--- src/rtl/alsu_bist_pkg.sv ---
// rtl/alsu_bist_pkg.sv - shared FSM states, opcodes, LFSR step and vector field mapping for the ALSU BIST
package alsu_bist_pkg;

    typedef enum logic [2:0] {
        IDLE      = 3'd0,
        RST_PULSE = 3'd1,
        RAND      = 3'd2,
        SEQ       = 3'd3,
        TRANS     = 3'd4,
        DRAIN     = 3'd5,
        DONE      = 3'd6
    } state_e;

    localparam logic [2:0] OR     = 3'd0;
    localparam logic [2:0] XOR    = 3'd1;
    localparam logic [2:0] ADD    = 3'd2;
    localparam logic [2:0] MULT   = 3'd3;
    localparam logic [2:0] SHIFT  = 3'd4;
    localparam logic [2:0] ROTATE = 3'd5;
    localparam logic [2:0] INV6   = 3'd6;
    localparam logic [2:0] INV7   = 3'd7;

    localparam logic [15:0] LFSR_TAPS = 16'hB400;

    // One ALSU stimulus vector, as driven onto the ALSU input pins
    typedef struct packed {
        logic       dut_rst;
        logic [2:0] A;
        logic [2:0] B;
        logic [2:0] opcode;
        logic       cin;
        logic       serial_in;
        logic       direction;
        logic       red_op_A;
        logic       red_op_B;
        logic       bypass_A;
        logic       bypass_B;
    } stim_t;

    // Right-shifting Galois step, polynomial x^16+x^14+x^13+x^11+1
    function automatic logic [15:0] lfsr_step(input logic [15:0] s);
        return {1'b0, s[15:1]} ^ (s[0] ? LFSR_TAPS : 16'h0000);
    endfunction

    // Fully random vector: reset 1/16, each bypass 1/8, any opcode including the invalid ones
    function automatic stim_t rand_vector(input logic [15:0] l);
        stim_t v;
        v.dut_rst   = (l[3:0] == 4'd0);
        v.A         = l[15:13];
        v.B         = l[5:3];
        v.opcode    = l[12:10];
        v.cin       = l[1];
        v.serial_in = l[7];
        v.direction = l[11];
        v.red_op_A  = l[14];
        v.red_op_B  = l[2];
        v.bypass_A  = (l[6:4] == 3'd0);
        v.bypass_B  = (l[9:7] == 3'd0);
        return v;
    endfunction

    // Operand draw for the directed phases: reset, bypass and reduction forced off
    function automatic stim_t held_vector(input logic [15:0] l, input logic [2:0] op);
        stim_t v;
        v           = '0;
        v.A         = l[15:13];
        v.B         = l[5:3];
        v.opcode    = op;
        v.cin       = l[1];
        v.serial_in = l[7];
        v.direction = l[11];
        return v;
    endfunction

endpackage

--- src/rtl/alsu_bist_lfsr.sv ---
// rtl/alsu_bist_lfsr.sv - 16-bit Galois LFSR with seed reload and advance enable
module alsu_bist_lfsr
    import alsu_bist_pkg::*;
#(
    parameter logic [15:0] SEED = 16'hACE1
) (
    input  logic        clk,
    input  logic        rst_n,
    input  logic        load_i,
    input  logic        adv_i,
    output logic [15:0] state_o
);

    logic [15:0] state_q;
    logic [15:0] state_d;

    // Seed reload wins over advance so a new run always restarts the same stream
    always_comb begin
        state_d = state_q;
        if (load_i) begin
            state_d = SEED;
        end else if (adv_i) begin
            state_d = lfsr_step(state_q);
        end
    end

    // LFSR state register
    always_ff @(posedge clk or negedge rst_n) begin
        if (!rst_n) begin
            state_q <= SEED;
        end else begin
            state_q <= state_d;
        end
    end

    assign state_o = state_q;

endmodule

--- src/rtl/alsu_bist_ctrl.sv ---
// rtl/alsu_bist_ctrl.sv - ALSU BIST stimulus generator and DUT/golden comparator; ALSU_BIST_COV_EN adds opcode coverage
module alsu_bist_ctrl
    import alsu_bist_pkg::*;
#(
    parameter int unsigned ITERATION = 1000,
    parameter int unsigned LAT       = 2,
    parameter logic [15:0] SEED      = 16'hACE1
) (
    input  logic        clk,
    input  logic        rst_n,
    input  logic        start,
    output logic        busy,
    output logic        done,
    output logic        pass,
    output logic        dut_rst,
    output logic [2:0]  A,
    output logic [2:0]  B,
    output logic [2:0]  opcode,
    output logic        cin,
    output logic        serial_in,
    output logic        direction,
    output logic        red_op_A,
    output logic        red_op_B,
    output logic        bypass_A,
    output logic        bypass_B,
    input  logic [5:0]  out_dut,
    input  logic [5:0]  out_ref,
    input  logic [15:0] leds_dut,
    input  logic [15:0] leds_ref,
    output logic [15:0] error_count,
    output logic [15:0] correct_count,
    output logic [5:0]  cov_hit
`ifdef ALSU_BIST_COV_EN
    ,
    output logic        cov_trans
`endif
);

    localparam logic [15:0] ITER_LAST = 16'(ITERATION - 1);
    localparam logic [15:0] LAT_LAST  = 16'(LAT - 1);

    state_e      state_q, state_d;
    logic [15:0] cnt_q, cnt_d;
    logic [2:0]  j_q, j_d;
    logic [2:0]  km_q, km_d;
    stim_t       stim_q, stim_d;
    logic        vld_q, vld_d;
    logic [LAT-1:0] sr_q, sr_d;
    logic [15:0] err_q, err_d;
    logic [15:0] cor_q, cor_d;
    logic [15:0] lfsr_val;
    logic        lfsr_adv;
    logic        start_ok;
    logic [3:0]  op_sum;
    logic [2:0]  seq_op;
    logic        tail;
    logic        mism;

    assign start_ok = start && ((state_q == IDLE) || (state_q == DONE));

    alsu_bist_lfsr #(.SEED(SEED)) u_lfsr (
        .clk     (clk),
        .rst_n   (rst_n),
        .load_i  (start_ok),
        .adv_i   (lfsr_adv),
        .state_o (lfsr_val)
    );

    // Phase sequencing: cnt is the iteration/k/index counter, j the step inside a SEQ group, km = k mod 6
    always_comb begin
        state_d = state_q;
        cnt_d   = cnt_q;
        j_d     = j_q;
        km_d    = km_q;
        case (state_q)
            IDLE, DONE: begin
                if (start) begin
                    state_d = RST_PULSE;
                    cnt_d   = '0;
                    j_d     = '0;
                    km_d    = '0;
                end
            end
            RST_PULSE: begin
                state_d = RAND;
                cnt_d   = '0;
            end
            RAND: begin
                if (cnt_q == ITER_LAST) begin
                    state_d = SEQ;
                    cnt_d   = '0;
                    j_d     = '0;
                    km_d    = '0;
                end else begin
                    cnt_d = cnt_q + 16'd1;
                end
            end
            SEQ: begin
                if (j_q == 3'd5) begin
                    j_d = '0;
                    if (cnt_q == ITER_LAST) begin
                        state_d = TRANS;
                        cnt_d   = '0;
                    end else begin
                        cnt_d = cnt_q + 16'd1;
                        km_d  = (km_q == 3'd5) ? 3'd0 : km_q + 3'd1;
                    end
                end else begin
                    j_d = j_q + 3'd1;
                end
            end
            TRANS: begin
                if (cnt_q == 16'd5) begin
                    state_d = DRAIN;
                    cnt_d   = '0;
                end else begin
                    cnt_d = cnt_q + 16'd1;
                end
            end
            DRAIN: begin
                if (cnt_q == LAT_LAST) begin
                    state_d = DONE;
                    cnt_d   = '0;
                end else begin
                    cnt_d = cnt_q + 16'd1;
                end
            end
            default: state_d = IDLE;
        endcase
    end

    // Load the vector belonging to the cycle being entered; DRAIN/DONE/IDLE keep the last vector untagged
    always_comb begin
        stim_d   = stim_q;
        vld_d    = 1'b0;
        lfsr_adv = 1'b0;
        op_sum   = {1'b0, km_d} + {1'b0, j_d};
        seq_op   = (op_sum >= 4'd6) ? 3'(op_sum - 4'd6) : op_sum[2:0];
        case (state_d)
            RST_PULSE: begin
                stim_d         = '0;
                stim_d.dut_rst = 1'b1;
                vld_d          = 1'b1;
            end
            RAND: begin
                stim_d   = rand_vector(lfsr_val);
                vld_d    = 1'b1;
                lfsr_adv = 1'b1;
            end
            SEQ: begin
                vld_d = 1'b1;
                if (j_d == 3'd0) begin
                    stim_d   = held_vector(lfsr_val, seq_op);
                    lfsr_adv = 1'b1;
                end else begin
                    stim_d.opcode = seq_op;
                end
            end
            TRANS: begin
                stim_d   = held_vector(lfsr_val, cnt_d[2:0]);
                vld_d    = 1'b1;
                lfsr_adv = 1'b1;
            end
            default: ;
        endcase
    end

    // Tag pipeline and saturating tallies; the tail lines up with the ALSU output of that vector
    always_comb begin
        sr_d[0] = vld_q;
        for (int i = 1; i < int'(LAT); i++) begin
            sr_d[i] = sr_q[i-1];
        end
        tail  = sr_q[LAT-1];
        mism  = ({out_dut, leds_dut} != {out_ref, leds_ref});
        err_d = err_q;
        cor_d = cor_q;
        if (start_ok) begin
            err_d = '0;
            cor_d = '0;
        end else if (tail) begin
            if (mism) begin
                if (err_q != 16'hFFFF) err_d = err_q + 16'd1;
            end else begin
                if (cor_q != 16'hFFFF) cor_d = cor_q + 16'd1;
            end
        end
    end

    // Controller registers
    always_ff @(posedge clk or negedge rst_n) begin
        if (!rst_n) begin
            state_q <= IDLE;
            cnt_q   <= '0;
            j_q     <= '0;
            km_q    <= '0;
            stim_q  <= '0;
            vld_q   <= 1'b0;
            sr_q    <= '0;
            err_q   <= '0;
            cor_q   <= '0;
        end else begin
            state_q <= state_d;
            cnt_q   <= cnt_d;
            j_q     <= j_d;
            km_q    <= km_d;
            stim_q  <= stim_d;
            vld_q   <= vld_d;
            sr_q    <= sr_d;
            err_q   <= err_d;
            cor_q   <= cor_d;
        end
    end

`ifdef ALSU_BIST_COV_EN
    logic [LAT-1:0][2:0] cop_q;
    logic [LAT-1:0]      cum_q;
    logic [5:0]          cov_q, cov_d;
    logic [2:0]          prog_q, prog_d;
    logic                ctr_q, ctr_d;
    logic [2:0]          tail_op;

    assign tail_op = cop_q[LAT-1];

    // Carry each vector's opcode and unmasked flag alongside its valid tag
    always_ff @(posedge clk or negedge rst_n) begin
        if (!rst_n) begin
            cop_q <= '0;
            cum_q <= '0;
        end else begin
            cop_q[0] <= stim_q.opcode;
            cum_q[0] <= ~(stim_q.dut_rst | stim_q.bypass_A | stim_q.bypass_B);
            for (int i = 1; i < int'(LAT); i++) begin
                cop_q[i] <= cop_q[i-1];
                cum_q[i] <= cum_q[i-1];
            end
        end
    end

    // Opcode hit bits and tracking of an in-order 0..5 run in the compared stream
    always_comb begin
        cov_d  = cov_q;
        prog_d = prog_q;
        ctr_d  = ctr_q;
        if (start_ok) begin
            cov_d  = '0;
            prog_d = '0;
            ctr_d  = 1'b0;
        end else if (tail) begin
            if (cum_q[LAT-1] && (tail_op < INV6)) begin
                cov_d[tail_op] = 1'b1;
            end
            if (tail_op == prog_q) begin
                if (prog_q == ROTATE) begin
                    ctr_d  = 1'b1;
                    prog_d = '0;
                end else begin
                    prog_d = prog_q + 3'd1;
                end
            end else if (tail_op == OR) begin
                prog_d = 3'd1;
            end else begin
                prog_d = '0;
            end
        end
    end

    // Coverage registers
    always_ff @(posedge clk or negedge rst_n) begin
        if (!rst_n) begin
            cov_q  <= '0;
            prog_q <= '0;
            ctr_q  <= 1'b0;
        end else begin
            cov_q  <= cov_d;
            prog_q <= prog_d;
            ctr_q  <= ctr_d;
        end
    end

    assign cov_hit   = cov_q;
    assign cov_trans = ctr_q;
`else
    assign cov_hit = 6'b0;
`endif

    assign busy          = (state_q != IDLE) && (state_q != DONE);
    assign done          = (state_q == DONE);
    assign pass          = done && (err_q == 16'd0);
    assign error_count   = err_q;
    assign correct_count = cor_q;
    assign dut_rst       = stim_q.dut_rst;
    assign A             = stim_q.A;
    assign B             = stim_q.B;
    assign opcode        = stim_q.opcode;
    assign cin           = stim_q.cin;
    assign serial_in     = stim_q.serial_in;
    assign direction     = stim_q.direction;
    assign red_op_A      = stim_q.red_op_A;
    assign red_op_B      = stim_q.red_op_B;
    assign bypass_A      = stim_q.bypass_A;
    assign bypass_B      = stim_q.bypass_B;

endmodule

--- config.mk ---
export PLATFORM = sky130hd
export DESIGN_NAME = alsu_bist_ctrl
export DESIGN_NICKNAME = d
export VERILOG_FILES = /design/src/rtl/alsu_bist_pkg.sv /design/src/rtl/alsu_bist_lfsr.sv /design/src/rtl/alsu_bist_ctrl.sv
export SDC_FILE = /design/constraint.sdc
export NUM_CORES = 1
export LEC_CHECK = 0
export CORE_AREA = 3 3 109 111
export DETAILED_ROUTE_END_ITERATION = 6
export DIE_AREA = 0 0 112 114
export HOLD_SLACK_MARGIN = 0.08
export PLACE_DENSITY = 0.87
export SYNTH_ARGS = -nofsm -noshare
export SYNTH_HDL_FRONTEND = slang
export SYNTH_SLANG_ARGS = --single-unit
--- constraint.sdc ---
create_clock -name clk -period 3.3 [get_ports clk]
set_input_delay 0.33 -clock clk [delete_from_list [all_inputs] [get_ports clk]]
set_output_delay 0.33 -clock clk [all_outputs]
set_load 0.05 [all_outputs]
### Clock wiring as the flow saved it

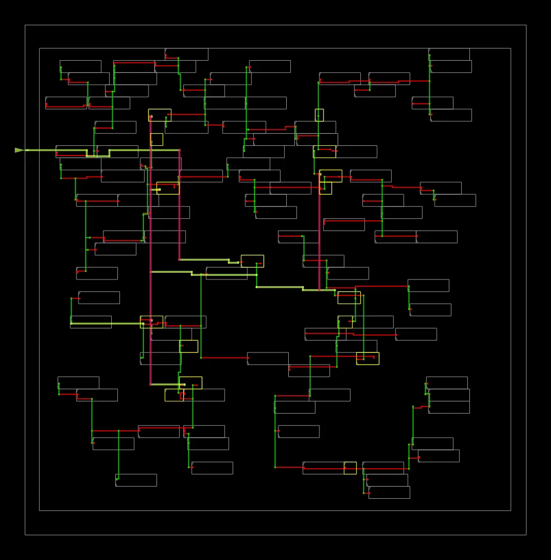
power of the clock network: 0.718 mW
count of flip-flops and latches: 93

### The metal 1 layer

Scale: 2 px per µm. Supply wires on this layer in grey.
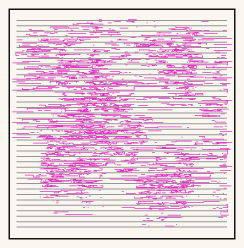
main direction = horizontal
longest straight run = 23.5 µm
wire length on this layer = 5,340 µm
share of all routed wire = 43%
nets with wire on the layer = 642
GRT met1 Usage: 25.9%
routed via count: 4,567
Total Wirelength: 12,500 µm

### Routed clock nets over the placement

Scale: 3 px per µm.
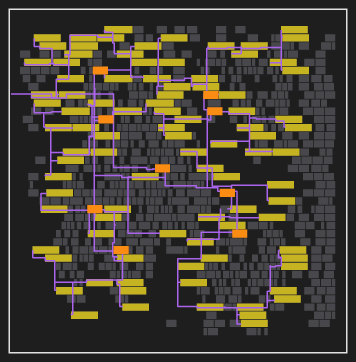
clock drivers -> orange  # count 9
clock wires -> purple  # length 1,100 µm
flip-flops -> yellow  # count 93
routed clock nets = 10
flops lie = all over the die
worst-skew pair later-pin latency: 0.36 ns
share of power burned in the clock network: 35.8%
worst clock skew: 0.00832 ns

==> results.txt <==
Physical implementation

Once the floorplan was initialized, standard cells occupied 47.2% of the core. In this run the layout overhead on the synthesized area is reported as 30.1%. The worst pin sits at a relative slew slack of 51.4%. Warnings reported by Yosys during synthesis add up to 0. OpenROAD emitted warnings numbering 31. The clock tree from TritonCTS is done.

The area fraction of the largest cell type after synthesis is 41.4%. The slew of the pin with the lowest slew margin is 0.724 ns. Across all hold checks on the routed design, the worst slack comes to 0.361 ns. Net switching is 25.4% of the power. The critical path capture point type is a flip-flop. The instance count after placement with tap cells included is 800. The required time at the worst endpoint is listed as 3.55 ns. The share of flip-flops with an asynchronous set or reset after synthesis is 100%. The worst-case clock buffer depth is 2. The minimum setup slack after placement is -0.228 ns. The most frequent logic cell in the layout is sky130_fd_sc_hd__clkdlybuf4s50_1.

The power group with the highest consumption is registers. The power report attributes to the combinational group a share of 7.1%. The hold violation count in the final report is 0.

For this design, Yosys synthesis ends with a cell count of 550. Before any placement, the netlist area is recorded as 5140 µm². On the critical path the largest part of the delay comes from simple AND/OR/NAND/NOR gates.

The run finished, with violations left. Counting every instance in the synthesized netlist gives 550. Global routing consumed, on the met2 layer, 33.9% of the routing resources. Buffers inserted to repair hold after CTS numbered 1. The number of antenna violations at the first check in global routing came to 0. The final critical path takes up 105% of the cycle. Overall routing resource usage recorded by global route was 20.0%. The hold path endpoint is sr_q[0]$_DFF_PN0_. The count of boundary I/O pins is 105. Power comes to 2.00 mW. The routed length per placed instance is 15.3 µm.

The type of element launching the critical path is a flip-flop. The peak fanout along the critical path is 3. Combinational cells consume a total of 0.142 mW. The critical path is of the flip-flop to flip-flop type. The type of the tightest min-delay check is flip-flop to flip-flop.

The worst setup slack after layout is -0.179 ns. The initial detailed-routing violation count is 252. The tree is rooted in a sky130_fd_sc_hd__clkbuf_8. For this run, the detailed router's first-pass iteration total came to 5.

In this run the worst setup path terminates at opcode[2]$_DFFE_PN0P_. The depth of the worst register-to-register path is 13. The dominant register cell is sky130_fd_sc_hd__dfrtp_1. The setup check on the worst reg-to-reg path leaves a slack of -0.18 ns. The floorplan step set the die height to 114 µm. The sum of buffers and inverters on the critical path is 1.

The first global-routing pass estimated 21,300 µm of wire. The number of clock buffers inserted by TritonCTS is 9. The sink count of the clock tree is 93.

The detailed-routed wire length on met3 is 984 µm. The final reports fail on setup timing. In this run the static leakage power is 2.84 nW.

Yosys reports that the most numerous cell types are 85 x sky130_fd_sc_hd__dfrtp_1, 63 x sky130_fd_sc_hd__nor2_1, 39 x sky130_fd_sc_hd__nand2_1. According to the dpl log, the detail-placed design has an HPWL of 9330 µm. The net switching power is 0.508 mW. According to the Yosys statistics, the synthesized design has a chip area of 5140 µm². The total congestion overflow after global routing is 0.

The finished layout reports a core utilization of 61.4%. The final sum of negative setup slack is -0.332 ns. Per the synthesis report, the dominant area consumer among library cells is sky130_fd_sc_hd__dfrtp_1. Per the post-CTS timing run, clock transition at the registers of the reported paths is 0.10 ns. The peak ir drop on the vdd network is 0.000186 V. The sequential cell power is 1.14 mW.

The post-synth count of flops with an enable pin is 0. The signal on the critical path passes through or4_4, or4_4, a21oi_4, buf_4, o21ai_0, a32o_1, fa_2, xnor2_2, nand2_1, nor2_1, nor2_1, o22ai_1, a221o_1. The antenna diode count is 0. The number of post-CTS setup repair buffers is 0. The number of different library cells in the post-synthesis netlist is 64.

The main area contributors are sky130_fd_sc_hd__dfrtp_1 41%, sky130_fd_sc_hd__xor2_1 5.6%, sky130_fd_sc_hd__xnor2_1 4.9%. Per the timing report, the achievable frequency comes out to 0.287 GHz. Post-CTS repair changed the size of 2 cells. The mean number of vias per cell is 5.58. The layer carrying the most global-route usage is met2. Routed signal wires occupy layers up through met4. On met3, the global router reports a usage of 4.14%. Entering global routing, the biggest net connects 57 pins. Each instance of the synthesized netlist takes up on average 9.35 µm². Setup violations remaining at the end of the flow were counted as 2. Counting flops and latches in the post-synthesis netlist gives 93. The most common logic cells in the final layout are 97 x sky130_fd_sc_hd__clkdlybuf4s50_1, 85 x sky130_fd_sc_hd__dfrtp_1, 62 x sky130_fd_sc_hd__nor2_1. The final max-slew violation count recorded for this run is 0. After layout, the minimum clock period comes to 3.48 ns. The core region is 10,900 µm². The routed wire length on met2 is 5990 µm.

Sequential elements use 45.5% of the synthesized area. In this run the tool buffered the top-level ports with 98 buffer cells. In this run the maximum-capacitance check reported violations numbering 0. The OpenROAD report gives the critical path a data arrival time of 3.73 ns.

The placement summary gives the final routability congestion estimate as 0.910. The number of global-route vias before repair is 4,550. According to the floorplan log, the row count is 38. The filler-free cell count of the finished design is 818.

The launch point of the worst register-to-register path is recorded as cnt_q[10]$_DFFE_PN0P_. STA lists the endpoint of the worst register-to-register path as opcode[2]$_DFFE_PN0P_. The fraction of power consumed by sequential logic is 57.1%. The DRC violation total left in the routed layout is recorded as 0. Nets still carrying antenna violations after routing amount to 0. The instance count on the critical path is 13.

The cell with the most instances after synthesis is sky130_fd_sc_hd__dfrtp_1. The final instance area is 6690 µm². The internal portion of the total power is 1.50 mW. Setup repair after global routing could not meet its margin everywhere. Dividing total power by cell area gives a power density of 300 nW/µm². The worst hold path was traced through 0 stages. Per the final layout report, the fraction of cells sized above drive strength 1 comes to 12.5%.

The horizontal die dimension is 112 µm. The net total in the final layout is 729. The startpoint of the worst setup timing path is cnt_q[10]$_DFFE_PN0P_.

The H-tree depth is 3. The overall die size recorded for this design is 12,800 µm². The master of the slowest instance on the critical path is sky130_fd_sc_hd__or4_4.

The worst hold path startpoint is vld_q$_DFF_PN0_. The timing report gives the biggest stage delay along the critical path as 0.56 ns. The instance area at placement is 6460 µm². In the per-layer breakdown of the detailed-route log, met1 shows 5340 µm.
[cells by family (layout without fill, tap and decap cells)]
| family | after synthesis | count (layout) | synth area share (%) |
|---|---|---|---|
| AND/OR/NAND/NOR | 221 | 221 | 22.0 |
| AND-OR/OR-AND | 109 | 109 | 13.5 |
| flip-flops | 93 | 93 | 45.5 |
| XOR/XNOR | 62 | 62 | 10.6 |
| buffers and inverters | 46 | 169 | 4.18 |
| adder cells (fa/ha/maj) | 9 | 9 | 2.34 |
| multiplexers | 9 | 9 | 1.87 |
| other | 1 | 6 | 0.0729 |
[final cells by class]
cell class                      count  area, µm²
Clock buffer                        9        124
Inverter                           20       75.1
Tap cell                          140        175
Timing Repair Buffer              133       1240
Clock inverter                      7       58.8
Sequential cell                    93       2340
Fill cell                         887       4200
Multi-Input combinational cell    416       2680
Power and IR drop assume default switching activity.
